==> config.mk <==
export PLATFORM = sky130hd
export DESIGN_NAME = io_mmio_ctrl
export DESIGN_NICKNAME = d
export VERILOG_FILES = /design/src/rtl/io_mmio_ctrl.sv
export SDC_FILE = /design/constraint.sdc
export NUM_CORES = 1
export LEC_CHECK = 0
export ABC_CLOCK_PERIOD_IN_PS = 2400
export CORE_MARGIN = 4
export CORE_UTILIZATION = 40
export CTS_BUF_LIST = sky130_fd_sc_hd__clkbuf_16
export CTS_CLUSTER_SIZE = 28
export DETAILED_ROUTE_END_ITERATION = 10
export PLACE_DENSITY_LB_ADDON = 0.15
export SETUP_SLACK_MARGIN = 0.2
export SLEW_MARGIN = 20
export SYNTH_ARGS = -nofsm -noshare
export SYNTH_HDL_FRONTEND = slang
export SYNTH_SLANG_ARGS = --single-unit
==> constraint.sdc <==
create_clock -name clk -period 2.4 [get_ports clk]
set_clock_uncertainty 0.15 [all_clocks]
set_input_delay 0.48 -clock clk [delete_from_list [all_inputs] [get_ports clk]]
set_output_delay 0.48 -clock clk [all_outputs]
set_load 0.1 [all_outputs]
**Run 1: placed cells, one colour a class**

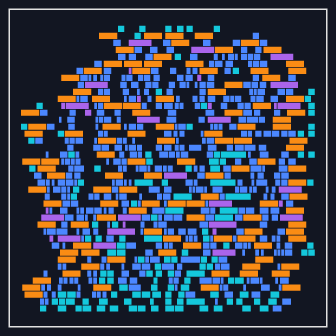
- orange: flops (cells 114; share of their area 32%)
- purple: clock drivers and dummy loads (cells 32; share of their area 8.1%)
- blue: combinational and other logic (cells 431; share of their area 42%)
- cyan: other buffers and delay cells (cells 130; share of their area 17%)
sequential share of cell area: 31.4%
Final Util: 57.0%
fin area: 7280 µm²
CORE AREA: 12800 µm²

**Run 1: routed metal per tile**

The die is cut into 25 by 25 equal tiles; dark blue is low, red is high, scaled to the fullest tile. Values are wire area over tile area, all layers added.
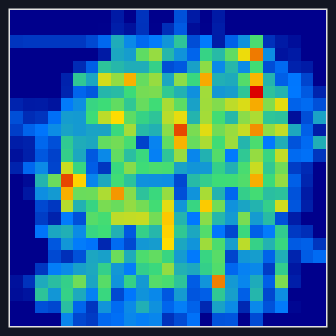
- emptiest ninth of the die: north-west
- nearly empty tiles: 18%
- densest ninth of the die: centre
- mean over tiles: 0.16
post-DR wirelength/cell: 17.2 µm
WL final: 15100 µm

**Run 1: where the registers sit**

Other sequential cells in the stronger grey, the rest of the logic in the fainter grey.
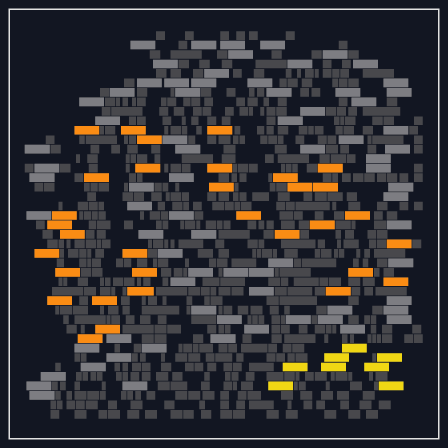
- orange: ins_cnt_q (flops 32)
- yellow: rx_byte_q (flops 8; where south-east)
Sequential Power: 1.93 mW
sequential cell area: 2280 µm²

**Run 1: clock routing**

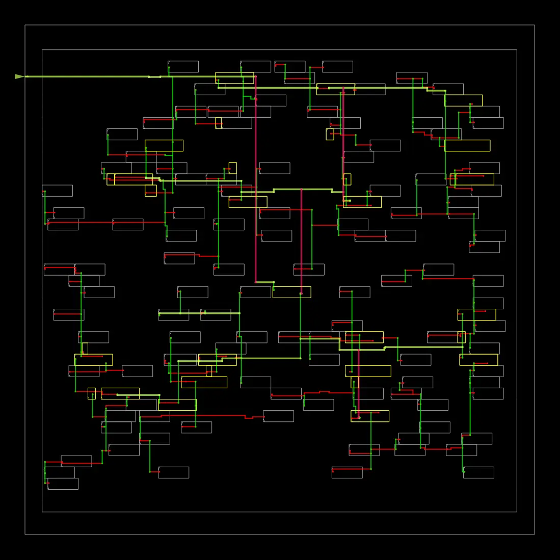
final-layout clock buffer total: 17
CTS Buf Count: 17
Clk. pwr: 2.46 mW

==> metrics.yaml, run 1 <==
power_and_ir_drop:
  ir_drop_uv: 481
  pwr-share-comb_pct: 5.1
route:
  drc_errors: 0
  num_vias: 4928
worst_hold_path:
  hold_class: "reg -> reg"
timing:
  setup_viol: 0
  rsz0062_at_grt: "no"
  setup_ws_ns: 0.234
synth:
  yosysWarnings: 0
  ys.flop_type: "dfxtp_1"
  post_synth_instance_area_um2: 5290
  edf_count: 0
  avgSynthCellArea_um2: 9.03
cells_and_area:
  antenna_cells: 0
  final_cells: 879
die:
  die_w_um: 123
place:
  io_buffer_count: 75
  placed_cells: 836
outcome:
  outcome: "completed"
global_route:
  grt_max_degree: 51
  grt_pass1_vias: 4745
worst_setup_path:
  end_kind: "register"
  r2r_cells: 6
  path_buffers: 3
clock_tree:
  insertion_delay_ns: 0.42
[run 1: placed cells by master (no fill, tap or decap), drive strengths merged, types with 4 or more instances in the layout]
master	Yosys	layout
nand3b	13	13
or4	18	18
clkbuf	28	19
a21oi	34	34
and3	5	5
mux2i	28	28
o31ai	14	14
a22o	6	6
o21ai	25	25
o2bb2ai	23	23
nor2	42	42
nor3	14	14
xnor2	11	11
clkdlybuf4s50	0	25
a22oi	24	24
nor4	9	9
nand2	27	27
or3b	12	12
nand4b	4	4
and4	9	9
dfxtp	114	114
xor2	15	15
or3	12	12
buf	12	97
inv	13	13
nand4	16	16
clkinv	0	11
nand3	31	31
[run 1: area by class of cell]
class / count / area share, %
Multi-Input combinational cell: 418 / 40.5
Sequential cell: 114 / 31.4
Timing Repair Buffer: 130 / 16.7
Clock buffer: 17 / 5.85
Tap cell: 172 / 2.96
Clock inverter: 15 / 2.03
Inverter: 13 / 0.671
[run 1: logic make-up (layout without fill, tap and decap cells)]
logic type                 Yosys count  count (layout)  share of synthesized area [%]
DFF                                114             114                           43.2
muxes                               28              28                           5.30
buffers and inverters               53             175                           4.12
xor gates and xnor gates            26              26                           4.31
AOI/OAI and AO/OA                  130             130                           16.5
and+or+nand+nor                    232             232                           26.1
adders and majority gates            2               2                          0.473
[run 1: routing by layer]
layer | share of wire, % | global-route usage [%] | vias to the layer above
met5 | 0 | 0 | -
met4 | 1.0 | 6.16 | 0
met3 | 4.1 | 5.95 | 11
met2 | 49 | 34.0 | 91
met1 | 46 | 27.0 | 2409
li1 | - | - | 2417
[run 1: timing repair]
item / in CTS / in global routing
buffers inserted: 3 / 5
hold endpoints to repair: 0 / 0
gates cloned: 3 / 0
setup endpoints to repair: 92 / 26
pin swaps: 3 / 4
resized: 17 / 14
**Run 1: clock wires, drivers and flops**

The bar under the picture is 20 µm long.
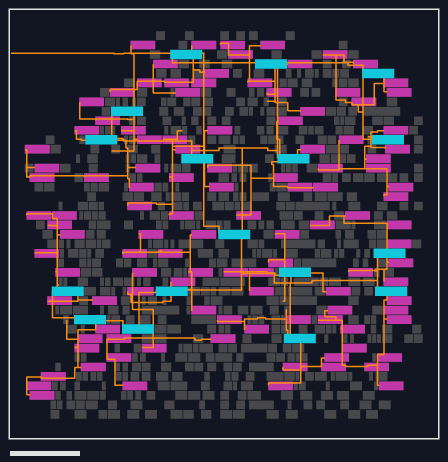

==> inputs of run 2 (changes only) <==
--- a/config.mk
+++ b/config.mk
@@ -13,4 +13,5 @@
 export DETAILED_ROUTE_END_ITERATION = 10
 export PLACE_DENSITY_LB_ADDON = 0.15
+export RECOVER_POWER = 50
 export SETUP_SLACK_MARGIN = 0.2
 export SLEW_MARGIN = 20
==> constraint.sdc (replaced) <==
create_clock -name clk -period 2.4 [get_ports clk]
set_clock_uncertainty 0.15 [all_clocks]
set_input_delay 0.6 -clock clk [delete_from_list [all_inputs] [get_ports clk]]
set_output_delay 0.6 -clock clk [all_outputs]
set_load 0.1 [all_outputs]
**Run 2: clock wires, drivers and flops**

The bar under the picture is 20 µm long.
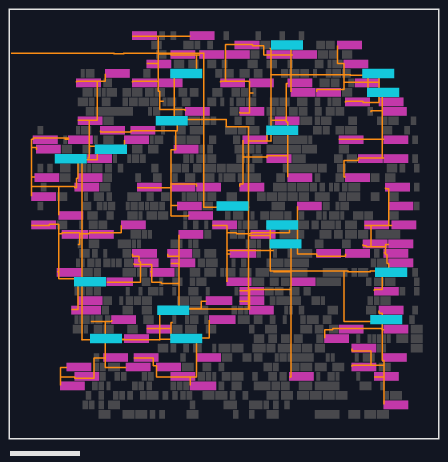
- magenta: flip-flops (count 114)
- orange: clock wires (length 1520 µm)
- cyan: clock drivers (count 17)
- flops lie: widely spread
clk ins delay skew pair: 0.41 ns
Clk pwr share: 51.4%
Clk. pwr: 2.29 mW

**Run 2: routed metal per tile**

The die is cut into 25 by 25 equal tiles; dark blue is low, red is high, scaled to the fullest tile. Values are wire area over tile area, all layers added.
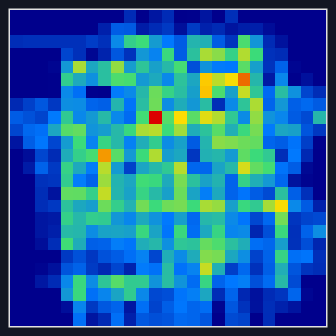
- nearly empty tiles: 19%
- mean over tiles: 0.15
- emptiest ninth of the die: north-west
- tiles over half the peak: 12%
- fullest tile: 0.61
- densest ninth of the die: centre
Overall Global Routing Usage: 20.7%
WL final: 14900 µm
post-DR wirelength/cell: 16.9 µm

**Run 2: metal 4**

Cells faint in the background.
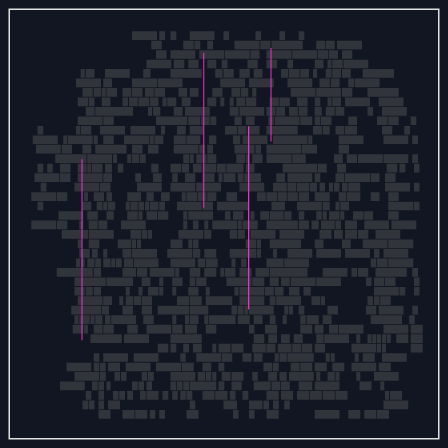
- nets with wire on the layer: 2
- share of all routed wire: 1.2%
via count: 4922

==> run 2 against run 1 <==
Synthesized area is the same. Non-clock buffer count grew 3. Flip-flop count is the same. Cell count grew 0.23%. Critical path type unchanged. Highest routed layer unchanged.
==> metrics.yaml, run 2 <==
power_and_ir_drop:
  ir_drop_uv: 420  # -13%
place:
  io_buffer_count: 75  # unchanged
worst_setup_path:
  path_buffers: 4  # +1
  end_kind: "register"
  r2r_cells: 6  # unchanged
cells_and_area:
  antenna_cells: 0  # unchanged
  final_area_um2: 7180  # -1.3%
  final_cells: 881  # +0.23%
  layout_top_cells: "dfxtp_1 (107), clkbuf_2 (44), nor2_1 (41), buf_4 (36), nand3_1 (30)"
global_route:
  grt_pass1_vias: 4853  # +2.3%
synth:
  ys.flop_type: "dfxtp_1"
  post_synth_instance_area_um2: 5290  # unchanged
  avgSynthCellArea_um2: 9.03  # unchanged
  yosysWarnings: 0  # unchanged
timing:
  setup_viol: 0  # unchanged
  rsz0062_at_grt: "yes"
outcome:
  outcome: "completed"
route:
  wl_met1_um: 6770  # -2.0%
  met2_length_um: 7280  # -1.8%
clock_tree:
  cts_made_buffers: 17  # unchanged
-- run 2: cell types whose count changed in the layout (fill, tap and decap cells not counted), sizes merged, moves of 2 or more --
cell           change
clkinv             -4
dlygate4sd3        +2
clkdlybuf4s50      -4
clkbuf            +46
buf               -37
inv                +5
clkdlybuf4s15      -3
-- run 2: cell families (layout without fill, tap and decap cells) --
group	after synthesis	after routing	synth area share (%)
AND-OR/OR-AND	130	130	16.5
XOR/XNOR	26	26	4.31
adder cells (fa/ha/maj)	2	2	0.473
buffers and inverters	53	177	4.12
flip-flops	114	114	43.2
multiplexers	28	28	5.30
AND/OR/NAND/NOR	232	232	26.1
-- run 2: power breakdown --
group	internal (mW)	leakage, nW	switching [mW]
combinational	0.125	1.33	0.114
sequential	1.91	0.924	0.0173
clock	1.47	0.282	0.819
total	3.51	2.54	0.950
-- run 2: routing by layer --
| metal | up-vias | track usage, % |
|---|---|---|
| met5 | - | 0 |
| met4 | 0 | 6.86 |
| met3 | 13 | 4.67 |
| met2 | 95 | 33.8 |
| met1 | 2391 | 27.2 |
| li1 | 2423 | - |
-- run 2: through the flow --
step	setup slack [ns]	util (%)	hold slack (ns)
6_report	0.101	56.2	0.309
3_5_place_dp	-0.481	51.2	0.302
5_1_grt	0.0735	56.2	0.324
3_3_place_gp	-0.463	51.2	0.296
2_1_floorplan	0.0177	-	0.299
4_1_cts	0.158	56.3	0.315
-- run 2: repair_timing --
action	4_1_cts	5_1_grt
endpoints found under the setup margin	96	47
pin swaps	4	10
setup buffers	4	3
gates cloned	3	1
gates resized	43	25
hold endpoints to repair	0	0
-- run 2: cell type report --
class	instances	area share (%)
clock buffers	17	5.92
flip-flops and latches	114	31.9
multi-input cells	418	41.3
inverters	13	0.679
clock inverters	14	1.52
repair buffers	133	15.6
well taps	172	3.00
No activity file was given, so power comes from the tool's default toggle rates.
